==> config.mk <==
export PLATFORM = sky130hd
export DESIGN_NAME = rom_access_ctrl
export DESIGN_NICKNAME = d
export VERILOG_FILES = /design/src/rtl/rom_access_ctrl.sv
export SDC_FILE = /design/constraint.sdc
export NUM_CORES = 1
export LEC_CHECK = 0
export ABC_AREA = 1
export CORE_MARGIN = 5
export CORE_UTILIZATION = 50
export DETAILED_ROUTE_END_ITERATION = 7
export GPL_ROUTABILITY_DRIVEN = 0
export PLACE_DENSITY = 0.86
export SLEW_MARGIN = 20
export SYNTH_ARGS = -nofsm -noshare
export SYNTH_HDL_FRONTEND = slang
export SYNTH_SLANG_ARGS = --single-unit
==> constraint.sdc <==
create_clock -name CLK -period 1.9 [get_ports CLK]
set_input_delay 0.285 -clock CLK [delete_from_list [all_inputs] [get_ports CLK]]
set_output_delay 0.285 -clock CLK [all_outputs]
set_load 0.01 [all_outputs]
==> src/rtl/rom_access_ctrl.sv <==
// ROM access controller for a multiplexed-bus CPU: latches the low address on ALE,
// decodes the ROM page range, inserts wait states and counts completed ROM reads.
module rom_access_ctrl #(
    parameter logic [7:0] ROM_BASE    = 8'h00,
    parameter int         ROM_PAGES   = 1,
    parameter int         WAIT_STATES = 1,
    parameter int         TIMEOUT     = 15
) (
    input  logic        CLK,
    input  logic        RESET,
    input  logic [7:0]  AD,
    input  logic [7:0]  A,
    input  logic        ALE,
    input  logic        RDn,
    input  logic        WRn,
    input  logic        IO_Mn,
    output logic [7:0]  ADD,
    output logic        CSn,
    output logic        READY,
    output logic        WR_ERR,
    output logic        TO_ERR,
    output logic [15:0] ACC_CNT
);

    typedef enum logic [2:0] {
        IDLE = 3'd0,
        ADDR = 3'd1,
        WAIT = 3'd2,
        DATA = 3'd3,
        WREJ = 3'd4
    } state_t;

    // Range bounds are 9 bits wide so a window touching page 8'hFF never wraps to page 0.
    localparam logic [8:0] PAGE_LO = {1'b0, ROM_BASE};
    localparam logic [8:0] PAGE_HI = PAGE_LO + 9'(ROM_PAGES);
    localparam logic [7:0] TO_LAST = 8'(TIMEOUT - 1);
    localparam logic [2:0] WS      = 3'(WAIT_STATES);

    state_t      state_r;
    logic        hit_r;
    logic        strobe_seen_r;
    logic [7:0]  to_cnt_r;
    logic [2:0]  wait_cnt_r;
    logic        hit_s;

    function automatic logic [15:0] sat_inc(input logic [15:0] v);
        if (v == 16'hFFFF) begin
            return v;
        end else begin
            return v + 16'd1;
        end
    endfunction

    // Memory-cycle decode of the high address byte against the ROM page window.
    always_comb begin
        hit_s = (IO_Mn == 1'b0) && ({1'b0, A} >= PAGE_LO) && ({1'b0, A} < PAGE_HI);
    end

    // Access sequencer; every output is a register so CSn and READY cannot glitch.
    always_ff @(posedge CLK) begin
        if (RESET) begin
            state_r       <= IDLE;
            ADD           <= 8'h00;
            CSn           <= 1'b1;
            READY         <= 1'b1;
            WR_ERR        <= 1'b0;
            TO_ERR        <= 1'b0;
            ACC_CNT       <= 16'h0000;
            hit_r         <= 1'b0;
            strobe_seen_r <= 1'b0;
            to_cnt_r      <= 8'd0;
            wait_cnt_r    <= 3'd0;
        end else begin
            WR_ERR <= 1'b0;
            TO_ERR <= 1'b0;
            if (ALE) begin
                ADD           <= AD;
                hit_r         <= hit_s;
                to_cnt_r      <= 8'd0;
                strobe_seen_r <= 1'b0;
                CSn           <= 1'b1;
                READY         <= 1'b1;
                state_r       <= ADDR;
            end else begin
                case (state_r)
                    IDLE: begin
                        state_r <= IDLE;
                    end
                    ADDR: begin
                        // A simultaneous RDn/WRn is resolved as a write.
                        if (hit_r && !WRn) begin
                            WR_ERR  <= 1'b1;
                            state_r <= WREJ;
                        end else if (hit_r && !RDn) begin
                            CSn <= 1'b0;
                            if (WS == 3'd0) begin
                                state_r <= DATA;
                            end else begin
                                READY      <= 1'b0;
                                wait_cnt_r <= WS;
                                state_r    <= WAIT;
                            end
                        end else if (!RDn || !WRn) begin
                            strobe_seen_r <= 1'b1;
                            to_cnt_r      <= 8'd0;
                        end else if (strobe_seen_r) begin
                            state_r <= IDLE;
                        end else if (to_cnt_r == TO_LAST) begin
                            TO_ERR  <= 1'b1;
                            state_r <= IDLE;
                        end else begin
                            to_cnt_r <= to_cnt_r + 8'd1;
                        end
                    end
                    WAIT: begin
                        if (RDn) begin
                            CSn        <= 1'b1;
                            READY      <= 1'b1;
                            wait_cnt_r <= 3'd0;
                            state_r    <= IDLE;
                        end else if (wait_cnt_r == 3'd1) begin
                            READY      <= 1'b1;
                            wait_cnt_r <= 3'd0;
                            state_r    <= DATA;
                        end else begin
                            wait_cnt_r <= wait_cnt_r - 3'd1;
                        end
                    end
                    DATA: begin
                        if (RDn) begin
                            CSn     <= 1'b1;
                            ACC_CNT <= sat_inc(ACC_CNT);
                            state_r <= IDLE;
                        end
                    end
                    WREJ: begin
                        if (WRn) begin
                            state_r <= IDLE;
                        end
                    end
                    default: begin
                        CSn     <= 1'b1;
                        READY   <= 1'b1;
                        state_r <= IDLE;
                    end
                endcase
            end
        end
    end

endmodule

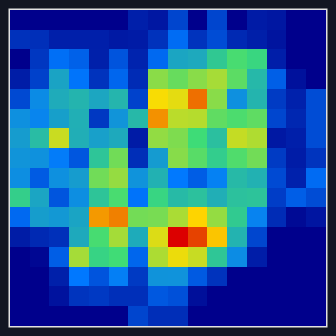
Fig. 1. Wiring heat map (run 1).
The die is cut into 16 by 16 equal tiles; dark blue is low, red is high, scaled to the fullest tile. Values are wire area over tile area, all layers added.
fullest tile	0.56
nearly empty tiles	20%
densest ninth of the die	center
via count of the routed design: 2,338
final wirelength: 5510 um

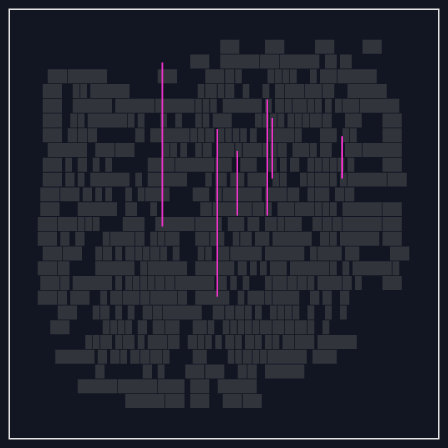
Fig. 2. Metal 4 (run 1).
Cells faint in the background.
longest straight run	30.6 um
nets with wire on the layer	6

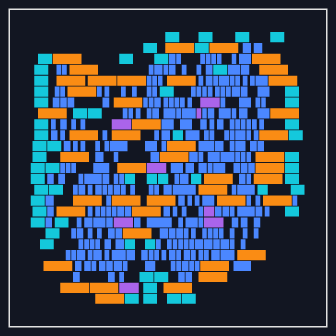
Fig. 3. Placed cells, one color a class (run 1).
class	color	cells
other buffers and delay cells	cyan	57
clock drivers and dummy loads	purple	8
all other logic	blue	286
flip-flops	orange	44
fraction of area in registers: 0.291
end-of-flow core utilization: 0.650
total core area: 4660 um^2

==> run summary, run 1 <==
This note records the results obtained with Yosys and OpenROAD.

Status
The run finished with clean final reports.

Final layout
The relative area of non-clock buffer cells in the final design is 0.182. The final design was reported to hold multi-input combinational gates totalling 243. In the final design, more cell area goes to multi-input combinational cells than to any other class. The share of cell area taken by multi-input logic gates is 0.420. Clock buffers in the final layout number 7. The share of layout cells above drive strength 1 is 0.137. The most common library cell in the layout ignoring fill and taps is sky130_fd_sc_hd__nand2_1.

Setup path
The end of the worst register-to-register path is ACC_CNT[15]. The required arrival time at the worst endpoint is 2.09 ns. The report lists the cells along the critical path as ha_1 > nand3_2 > nor2_4 > nand3_2 > nand2_2 > inv_4 > buf_4 > nand2_2 > a21oi_2.

The worst endpoint data arrival time is between 1.5 and 2 ns.

Timing
The most critical hold endpoint after final layout shows a slack of between 0.4 and 0.5 ns. The share of the clock period used by the worst path is 0.865. The max-slew check reports its worst relative slack as 0.668.

Pwr
The power group with the highest consumption is registers. The reported combinational group power is 198 uW. The share of total power dissipated in combinational logic is 0.112.

Job
Across the run, the number of max-cap violations was 0.

Global route
The pin count of the biggest net entering global routing is 17. The number of antenna violations at the first check in global routing is 0.

Yosys
Per the synthesis report, the XOR/XNOR share of the synthesized area is 0.0259. The area fraction in compound gates after synthesis is 0.107. The average instance in the mapped netlist occupies between 7 and 8 um^2.

The main logic family after synthesis is simple AND/OR/NAND/NOR gates. In this run, synthesis inferred 0 flip-flops with an integrated enable. The post-synthesis instance area is 2370 um^2.

Per the synthesis report, the simple-gate share of the synthesized area is 0.377. The area fraction of the largest cell type after synthesis is 0.372. During synthesis, Yosys emitted a total of 0 warnings.

By area the synthesized netlist is led by sky130_fd_sc_hd__dfxtp_1 37%, sky130_fd_sc_hd__nand2_1 13%, sky130_fd_sc_hd__nor2_1 6.3%, sky130_fd_sc_hd__inv_1 5.7%, sky130_fd_sc_hd__nand3_1 5.5%.

Drt
The met2 wire length is roughly 2700 um. The number of nets still failing antenna checks after routing is 0. Dividing the detail-routed via count by the number of cells gives approximately 5.2. Per the detail_route report, routed wire per instance is ~12 um. The highest metal layer with signal wires is met4.

Clock network
After clock tree synthesis, the repair step resized 0 gates. Looking at the clock tree report, the H-tree level count equals 2. The number of CTS-inserted buffers is 5.

Placement
The worst setup timing slack at the placement stage is between 0.07 and 0.08 ns. The cell count after placement is between 400 and 500.

Worst hold path
The worst hold-check path type is reg2reg.
run 1: critical path, delay by kind of cell (launching register included):
| family | cells | cell delay (ns) |
|---|---|---|
| simple gates | 5 | 0.57 |
| flops | 1 | 0.40 |
| buf+inv | 2 | 0.25 |
| compound gates | 1 | 0.04 |
| fa+ha+maj | 1 | 0.25 |
run 1: flip-flops by register name, indices dropped and copies added, names as in the netlist:
name and count:
ACC_CNT 16, ADD 8, to_cnt_r 8, state_r 3
wait_cnt_r 3, CSn 1, READY 1, TO_ERR 1
WR_ERR 1, hit_r 1, strobe_seen_r 1
run 1: metal layers:
metal | global-route usage | up-vias
li1 | - | 1197
met4 | 0.0722 | 0
met1 | 0.216 | 1044
met3 | 0.0522 | 14
met5 | 0 | -
met2 | 0.321 | 83
## Run 2: what changed since run 1
- CAP_MARGIN: not set -> 20
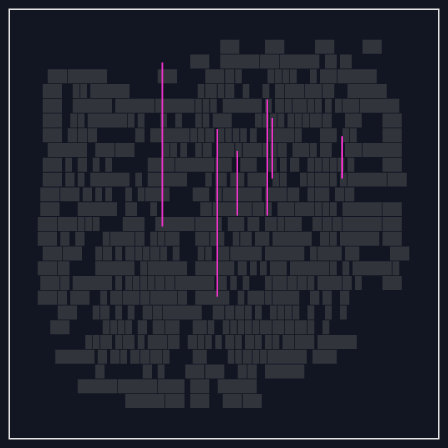
Fig. 4. Metal 4 (run 2).
Cells faint in the background.

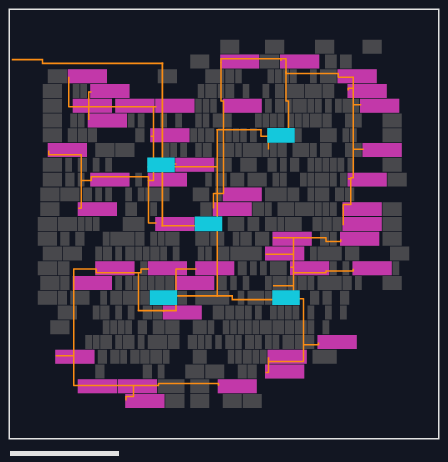
Fig. 5. Clock network drawn from the DEF (run 2).
Scale bar: 20 um.
[clock wires] orange | length: 513 um
[cells driving clock nets] cyan | count: 5
[flip-flops] magenta | count: 44
flops lie	all over the die
routed clock nets	6
later-pin clock latency in the skew report: 0.30 ns
worst setup skew after layout: 0.00970 ns
power consumed by the clock network: 609 uW
portion of total power attributed to the clock network: 0.346

==> run 2 against run 1 <==
Compared with the run above:
- critical path depth unchanged
- sequential share of layout area unchanged
- global-route usage unchanged
- via count unchanged
- critical endpoint unchanged
- flip-flop count unchanged
- total power unchanged
- clock-buffer cell count unchanged
==> run summary, run 2 <==
This note records the results obtained with Yosys and OpenROAD.

Final layout
The share of the core filled with cells in the final layout is 0.650 (unchanged). For the completed layout, the total cell area is recorded as between 3000 and 4000 um^2. The number of combinational gates with multiple inputs was 243 (unchanged). The relative area of non-clock buffer cells in the final design was 0.182 (unchanged). The largest registers in the layout are ACC_CNT x16, ADD x8, to_cnt_r x8. The sequential share of cell area is 0.291 (unchanged). The flip-flop count of the largest register after layout is 16 (unchanged).

The tally of clock buffers in the finished layout is 7 (unchanged). The share of layout cells above drive strength 1 is 0.137 (unchanged). The share of cell area taken by multi-input logic gates came to 0.420 (unchanged).

Ranked by flip-flop count, first place goes to ACC_CNT. Leaving out fill and tap cells, the most frequent cell in the layout is sky130_fd_sc_hd__nand2_1.

Pwr
Ranked by power, first place goes to registers.

Setup path
The combined buffer and inverter count along the critical path is 2 (unchanged). The family of cells with the greatest summed delay on the critical path is simple AND/OR/NAND/NOR gates. The required arrival time at the worst endpoint is 2.09 ns (about the same).

Measured in cells, the most critical reg-to-reg path has a length of 9.

Die
The area of the core region came to 4660 um^2 (unchanged).

Yosys
After synthesis, the largest family of logic cells by area is simple AND/OR/NAND/NOR gates. The area fraction in compound gates after synthesis was 0.107 (unchanged). The main area contributors are sky130_fd_sc_hd__dfxtp_1 37%, sky130_fd_sc_hd__nand2_1 13%, sky130_fd_sc_hd__nor2_1 6.3%, sky130_fd_sc_hd__inv_1 5.7%, sky130_fd_sc_hd__nand3_1 5.5%.

The area share of and/or/nand/nor cells after synthesis was 0.377 (unchanged). The number of warning messages in the yosys log came to 0 (unchanged). The count of flip-flops with a built-in enable after synthesis was 0 (unchanged).

The post-synthesis instance area came to 2370 um^2 (unchanged). The xor/xnor cell area share of the yosys netlist is 0.0259 (unchanged).

Global route
The pin count of the biggest net entering global routing is 17 (unchanged). The met3 layer usage reported by global route is 0.0522 (unchanged). The met1 track utilization from global routing is 0.216 (unchanged).

The peak-usage layer in the global routing report is met2. The number of antenna violations at the first check in global routing is 0 (unchanged). The global routing usage on met2 was 0.321 (unchanged).

Clock network
The number of levels in the clock H-tree came to 2 (unchanged). The number of CTS-inserted buffers came to 5 (unchanged). The number of resized instances in the post-cts repair step is 0 (unchanged).

Status
The run finished with clean final reports.

Drt
The average via count per standard cell is 5.21 (unchanged). In the final routing, the length of wire on met1 measures 2360 um. The wire length per cell is 12.3 um (unchanged).

The aggregate routed wire length was 5510 um (unchanged). The number of nets still failing antenna checks after routing is 0 (unchanged). The met2 wire length came to 2690 um (unchanged).

The highest metal layer with signal wires is met4.

Timing
The worst slew slack as a fraction of its limit is 0.668 (unchanged). The worst hold slack is 0.449 ns (unchanged). The share of the clock period used by the worst path was 0.865 (unchanged).

Worst hold path
The min-delay analysis places its worst path in the category reg2reg.

Placement
The worst setup timing slack at the placement stage is 0.0798 ns (unchanged). The cell count after placement is 441 (unchanged). The placement report lists the number of port buffers as roughly 50.
==> run 2: cell counts after synthesis <==
No cell type changed its count.
==> run 2: how the worst max path moves through the flow <==
| stage | from | to | slack [ns] | cells after the start |
|---|---|---|---|---|
| 6_report | ACC_CNT[0] | ACC_CNT[15] | 0.26 | 9 |
| 5_1_grt | ACC_CNT[0] | ACC_CNT[10] | 0.15 | 10 |
| 4_1_cts | ACC_CNT[0] | ACC_CNT[15] | 0.26 | 9 |
| 3_5_place_dp | RDn | CSn | 0.08 | 9 |
| 3_3_place_gp | RDn | ACC_CNT[5] | 0.13 | 8 |
| 2_1_floorplan | ACC_CNT[0] | ACC_CNT[11] | 0.36 | 9 |
## Run 3: what changed since run 2
- clock period: 1.9 -> 2 ns (I/O delays scaled with it)
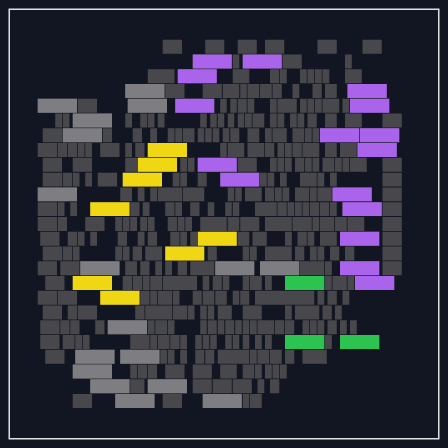
Fig. 6. Where the registers sit (run 3).
Other sequential cells in the stronger gray, the rest of the logic in the fainter gray.
signal	color	sequential cells
ACC_CNT	purple	16
wait_cnt_r	green	3
to_cnt_r	yellow	8
fraction of area in registers: 0.291
area used by sequential logic in the layout: 881 um^2
sequential group power: 904 uW

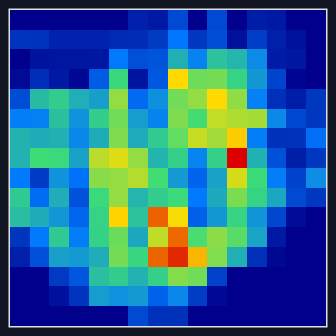
Fig. 7. Wiring heat map (run 3).
The die is cut into 16 by 16 equal tiles; dark blue is low, red is high, scaled to the fullest tile. Values are wire area over tile area, all layers added.
tiles over half the peak	18%
mean over tiles	0.15
densest ninth of the die	center
nearly empty tiles	20%
combined global-route utilization of all metal layers: 0.191
final wirelength: 5470 um
via count of the routed design: 2,321
post-detailed-route wirelength per cell: 12.2 um

==> run 3 against run 2 <==
Compared with the run above:
- non-clock buffer count fell by 2
- area after synthesis did not move
- clock skew fell by 0.00080 ns
- final cell count fell by 0.45%
- clock power rose by about 10%
- combinational power fell by 7%
- highest routed layer unchanged
- final area barely moved
- first-iteration DRC count fell by 25%
- synthesized cell count did not move
- clock-buffer cell count fell by 1
==> run summary, run 3 <==
This note records the results obtained with Yosys and OpenROAD.

Setup path
OpenSTA lists the critical path startpoint as ACC_CNT[0]. The count of cells along the worst register-to-register path came to 9 (unchanged). The required arrival time at the worst endpoint was 2.18 ns (+0.09 ns).

In this design, the largest share of critical-path delay is due to simple AND/OR/NAND/NOR gates. The number of stages on the worst setup path is 9 (unchanged).

Status
The flow ran to the end, and the final reports show no timing, DRC or antenna violations.

Clock network
The number of CTS-inserted buffers is 5 (unchanged). The insertion delay at the late pin of the worst-skew pair is 0.30 ns (about the same). The number of levels in the clock H-tree was 2 (unchanged).

The number of resized instances in the post-cts repair step was 0 (unchanged).

Timing
The final clock skew is 0.00890 ns (-0.000796 ns). The share of the clock period used by the worst path was 0.841 (-0.0247). The worst slew slack as a fraction of its limit came to 0.680 (+0.0123).

Yosys
The number of warning messages in the yosys log came to 0 (unchanged).

Global route
The met3 layer usage reported by global route is 0.0510 (-0.00113). The global routing usage on met2 was 0.343 (+0.0221). The number of antenna violations at the first check in global routing was 0 (unchanged). The met1 track utilization from global routing is 0.206 (-0.00997). The pin count of the biggest net entering global routing is 19 (+2).

Worst hold path
The most critical min-delay path falls under reg2reg.

Drt
In this run the top signal layer used is met4. The average via count per standard cell is 5.19 (-0.28%).

Placement
The number of buffers added on ports is 49 (unchanged).

Final layout
The library cell used most frequently in the layout, excluding fill and tap cells, is sky130_fd_sc_hd__nand2_1. The share of cell area taken by multi-input logic gates is 0.420 (about the same). The share of the core filled with cells in the final layout is 0.649 (about the same). The largest registers in the layout are ACC_CNT x16, ADD x8, to_cnt_r x8.

The number of combinational gates with multiple inputs is 243 (unchanged).

Die
The area of the core region is 4660 um^2 (unchanged).
## run 3: worst paths after layout
| check | end | slack (ns) |
|---|---|---|
| max | ACC_CNT[0] | 0.32 |
| max reg2reg | ACC_CNT[0] | 0.32 |
| min | ADD[1] | 0.45 |
| min reg2reg | ADD[1] | 0.45 |
## run 3: cells by family (layout without fill, tap and decap cells)
| family | Yosys count | count (layout) | share of synthesized area |
|---|---|---|---|
| buffers and inverters | 50 | 106 | 0.0919 |
| XOR/XNOR | 7 | 7 | 0.0259 |
| AND/OR/NAND/NOR | 189 | 189 | 0.377 |
| AND-OR/OR-AND | 42 | 42 | 0.107 |
| flip-flops | 44 | 44 | 0.372 |
| adder cells (fa/ha/maj) | 5 | 5 | 0.0264 |
Power figures rest on the tool's default switching activity, not on a simulated workload.
